==> src/rtl/uart_tx_stream.sv <==
// Streaming UART transmitter: input FIFO, configurable frame, back-to-back frames.
// Optional parity bit is compiled in with `define UART_TX_STREAM_PARITY_EN.
module uart_tx_stream #(
    parameter int CLKS_PER_BIT = 10417,
    parameter int DATA_BITS    = 8,
    parameter int STOP_BITS    = 1,
    parameter int FIFO_DEPTH   = 4
) (
    input  logic                               CLK100MHZ,
    input  logic                               reset,
    input  logic                               tx_valid,
    input  logic [DATA_BITS-1:0]               tx_data,
    output logic                               tx_ready,
    input  logic                               parity_odd,
    output logic                               tx,
    output logic                               tx_idle,
    output logic [$clog2(FIFO_DEPTH+1)-1:0]    fifo_count
);
    localparam int PTR_W = $clog2(FIFO_DEPTH);
    localparam int CNT_W = $clog2(FIFO_DEPTH+1);
    localparam int IDX_W = $clog2(DATA_BITS);
    localparam logic [15:0]      BIT_LAST = 16'(CLKS_PER_BIT-1);
    localparam logic [IDX_W-1:0] IDX_LAST = IDX_W'(DATA_BITS-1);
    localparam logic [CNT_W-1:0] CNT_FULL = CNT_W'(FIFO_DEPTH);

    typedef enum logic [2:0] {S_IDLE, S_START, S_DATA, S_PARITY, S_STOP} state_t;

    logic [DATA_BITS-1:0] r_mem [FIFO_DEPTH];
    logic [PTR_W-1:0]     r_wptr, r_rptr;
    logic [CNT_W-1:0]     r_count;

    state_t               r_state;
    logic [15:0]          r_timer;
    logic [IDX_W-1:0]     r_idx;
    logic                 r_stop_cnt;
    logic [DATA_BITS-1:0] r_shift;
    logic                 r_tx;

    logic                 w_push, w_pop, w_have, w_bit_end, w_last_stop;
    logic [IDX_W-1:0]     w_idx_nxt;

    assign tx_ready    = (r_count != CNT_FULL);
    assign w_push      = tx_valid && tx_ready;
    assign w_have      = (r_count != '0);
    assign w_bit_end   = (r_timer == BIT_LAST);
    assign w_last_stop = (STOP_BITS == 1) || r_stop_cnt;
    assign w_idx_nxt   = r_idx + IDX_W'(1);
    // Pop happens on the same edge that enters START, so frames abut with no gap.
    assign w_pop       = w_have && ((r_state == S_IDLE) ||
                                    (r_state == S_STOP && w_bit_end && w_last_stop));

    assign tx          = r_tx;
    assign tx_idle     = (r_state == S_IDLE) && !w_have;
    assign fifo_count  = r_count;

`ifdef UART_TX_STREAM_PARITY_EN
    logic r_par_odd;
    logic w_parity;
    assign w_parity = (^r_shift) ^ r_par_odd;
`else
    logic w_unused_parity_odd;
    assign w_unused_parity_odd = parity_odd;
`endif

    always_ff @(posedge CLK100MHZ) begin
        if (w_push) r_mem[r_wptr] <= tx_data;
    end

    always_ff @(posedge CLK100MHZ or posedge reset) begin
        if (reset) begin
            r_wptr  <= '0;
            r_rptr  <= '0;
            r_count <= '0;
        end else begin
            if (w_push) r_wptr <= r_wptr + PTR_W'(1);
            if (w_pop)  r_rptr <= r_rptr + PTR_W'(1);
            case ({w_push, w_pop})
                2'b10:   r_count <= r_count + CNT_W'(1);
                2'b01:   r_count <= r_count - CNT_W'(1);
                default: r_count <= r_count;
            endcase
        end
    end

    always_ff @(posedge CLK100MHZ or posedge reset) begin
        if (reset) begin
            r_state    <= S_IDLE;
            r_timer    <= '0;
            r_idx      <= '0;
            r_stop_cnt <= 1'b0;
            r_shift    <= '0;
            r_tx       <= 1'b1;
`ifdef UART_TX_STREAM_PARITY_EN
            r_par_odd  <= 1'b0;
`endif
        end else begin
            r_timer <= (r_state == S_IDLE || w_bit_end) ? 16'd0 : r_timer + 16'd1;
            if (w_pop) begin
                r_shift    <= r_mem[r_rptr];
                r_state    <= S_START;
                r_tx       <= 1'b0;
                r_timer    <= '0;
`ifdef UART_TX_STREAM_PARITY_EN
                r_par_odd  <= parity_odd;
`endif
            end else begin
                case (r_state)
                    S_START: if (w_bit_end) begin
                        r_state <= S_DATA;
                        r_idx   <= '0;
                        r_tx    <= r_shift[0];
                    end
                    S_DATA: if (w_bit_end) begin
                        if (r_idx == IDX_LAST) begin
`ifdef UART_TX_STREAM_PARITY_EN
                            r_state <= S_PARITY;
                            r_tx    <= w_parity;
`else
                            r_state    <= S_STOP;
                            r_stop_cnt <= 1'b0;
                            r_tx       <= 1'b1;
`endif
                        end else begin
                            r_idx <= w_idx_nxt;
                            r_tx  <= r_shift[w_idx_nxt];
                        end
                    end
                    S_PARITY: if (w_bit_end) begin
                        r_state    <= S_STOP;
                        r_stop_cnt <= 1'b0;
                        r_tx       <= 1'b1;
                    end
                    S_STOP: if (w_bit_end) begin
                        if (w_last_stop) begin
                            r_state <= S_IDLE;
                            r_tx    <= 1'b1;
                        end else begin
                            r_stop_cnt <= 1'b1;
                        end
                    end
                    default: begin
                        r_state <= S_IDLE;
                        r_tx    <= 1'b1;
                    end
                endcase
            end
        end
    end
endmodule

==> config.mk <==
export PLATFORM = sky130hd
export DESIGN_NAME = uart_tx_stream
export DESIGN_NICKNAME = d
export VERILOG_FILES = /design/src/rtl/uart_tx_stream.sv
export SDC_FILE = /design/constraint.sdc
export NUM_CORES = 1
export LEC_CHECK = 0
export CAP_MARGIN = 30
export CORE_ASPECT_RATIO = 0.5
export CORE_UTILIZATION = 53
export CTS_CLUSTER_DIAMETER = 30
export DETAILED_ROUTE_END_ITERATION = 12
export PLACE_DENSITY = 0.74
export SETUP_SLACK_MARGIN = 0.4
export SLEW_MARGIN = 10
export SYNTH_ARGS = -nofsm -noshare
export SYNTH_HDL_FRONTEND = slang
export SYNTH_SLANG_ARGS = --single-unit
==> constraint.sdc <==
create_clock -name CLK100MHZ -period 2.8 [get_ports CLK100MHZ]
set_input_delay 0.56 -clock CLK100MHZ [delete_from_list [all_inputs] [get_ports CLK100MHZ]]
set_output_delay 0.56 -clock CLK100MHZ [all_outputs]
set_load 0.01 [all_outputs]
Gate-type map:
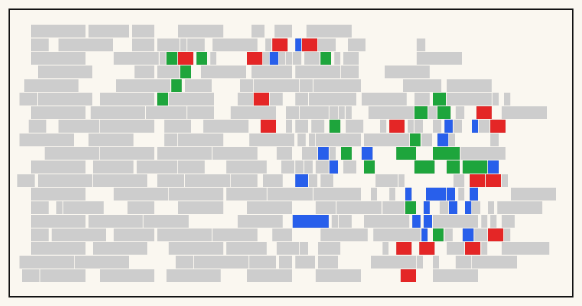
[blue] nand cells | cells: 22
[red] xor and xnor cells | cells: 16
[green] and/or cells | cells: 20

Placement density heat map:
11 x 6 tiles, from white (low) to dark blue (high), 0 to 100% covered.
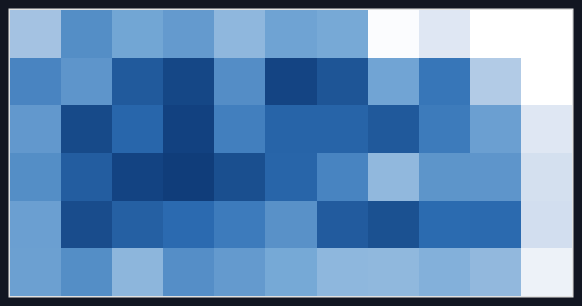
emptiest ninth of the die: upper right
fullest tile: 95%
mean over tiles: 58%
tiles over 75% full: 33%

Wiring by layer:
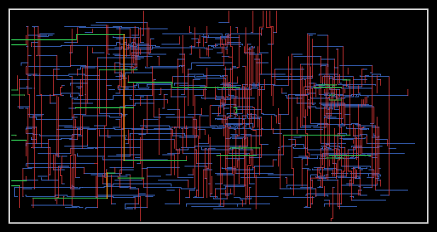
[blue] M1 | wire length: 2490 microns
[green] M3 | wire length: 227 microns
[red] M2 | wire length: 2630 microns
[orange] M4 | wire length: 40.8 microns

Met2 routing:
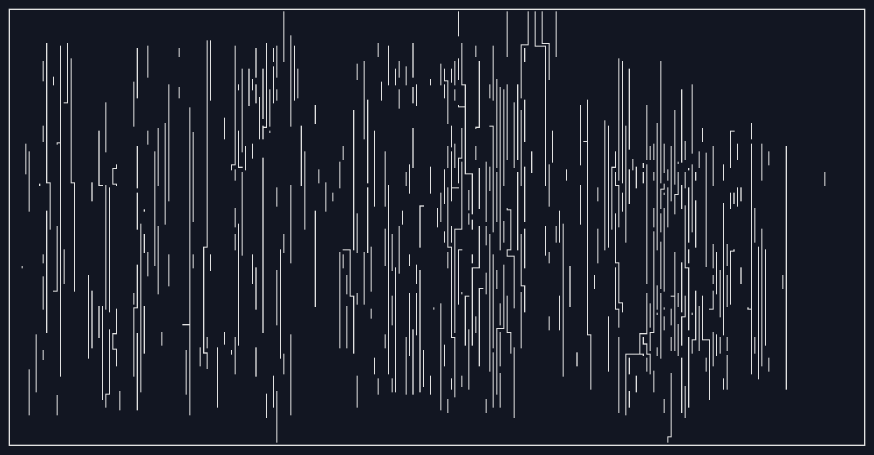
longest straight run: 43.5 microns
wire length on this layer: 2630 microns
share of all routed wire: 49%

==> run notes <==
Figures from the flow reports.

Drt:
- The run puts the number of antenna-violating nets in the routed design at 0.
- Dividing the detail-routed via count by the number of cells gives 5.59.
- Per the detail_route log, the uppermost layer with routed signals is met4.
- The run puts the starting DRC count in detailed routing at between 90 and 100.
- The run puts the length of routed wiring on met1 at 2490 microns.
- The run puts the routed length per placed instance at 15.9 microns.

Worst setup path:
- The run gives the dominant cell type by count on the critical path as sky130_fd_sc_hd__xor2_1.
- Data on the critical path arrives at its endpoint at 2.78 ns.
- The run gives the endpoint of the worst register-to-register path as fifo_count[2]$_DFFE_PP0P_.
- Per STA, the worst path is made up of or4b_4 -> nor4_4 -> o21ai_4 -> clkinv_4 -> ha_4 -> inv_2 -> fa_2 -> xor2_1 -> nor2_1 -> xor2_1.
- The worst setup path is captured at a flop.

Final layout:
- The run puts the inverter count at 14.
- In the layout the commonest cells are sky130_fd_sc_hd__dfrtp_1 (32), sky130_fd_sc_hd__edfxtp_1 (32), sky130_fd_sc_hd__nor2_1 (19), sky130_fd_sc_hd__clkdlybuf4s50_1 (15), sky130_fd_sc_hd__inv_1 (12).
- In the finished layout, the clock tree contains a buffer count of 10.

Global route:
- met2 track demand over resource after global routing is 0.326.
- The run gives the pin count of the biggest net entering global routing as 39.
- The run gives the overall routing resource usage as 0.195.
- The run gives the met1 track utilization from global routing as 0.234.
- In this run the most used layer during global routing was met2.

Synthesis:
- After synthesis, the cell types taking the most area are sky130_fd_sc_hd__edfxtp_1 (30%), sky130_fd_sc_hd__dfrtp_1 (29%), sky130_fd_sc_hd__mux4_2 (6.9%), sky130_fd_sc_hd__mux2_4 (3.7%), sky130_fd_sc_hd__ha_1 (3.5%).
- For reference, the top cells by count after synthesis are sky130_fd_sc_hd__dfrtp_1 (37), sky130_fd_sc_hd__edfxtp_1 (32), sky130_fd_sc_hd__nor2_1 (19), sky130_fd_sc_hd__inv_1 (13), sky130_fd_sc_hd__xnor2_1 (11).
- The run gives the average size of a mapped cell as roughly 14 sq um.
- The run gives the post-synthesis share of cell area spent on and, or, nand and nor gates as 0.135.
- The run gives the adder-cell area share of the yosys netlist as 0.0409.
- After synthesis, the largest family of logic cells by area is simple AND/OR/NAND/NOR gates.
- The run gives the share of the synthesized area in the top cell type as 0.297.

Die:
- The run gives the area enclosed by the die boundary as 6450 sq um.
- The run puts the total number of placement rows at 19.
- The run puts the initial cell density of the core at 0.570.

Timing:
- The run gives the worst-case setup margin in the final layout as 0.272 ns.
- The run puts the clock skew after layout at 0.00472 ns.
- The run puts the total negative slack for setup checks at 0 ns.

Worst hold path:
- The run gives the number of cells traversed by the worst hold path as 1.

Clocking:
- The run puts the number of cells upsized or downsized after cts at 6.
- The run gives the number of sinks handled by clock tree synthesis as 70.

Power:
- Summed over all sequential cells, the power is 1.55 mW.

Status:
- The run finished with clean final reports.

Placement:
- Per the placement log, port buffering inserted 16 buffers.
No activity file was given, so power comes from the tool's default toggle rates.
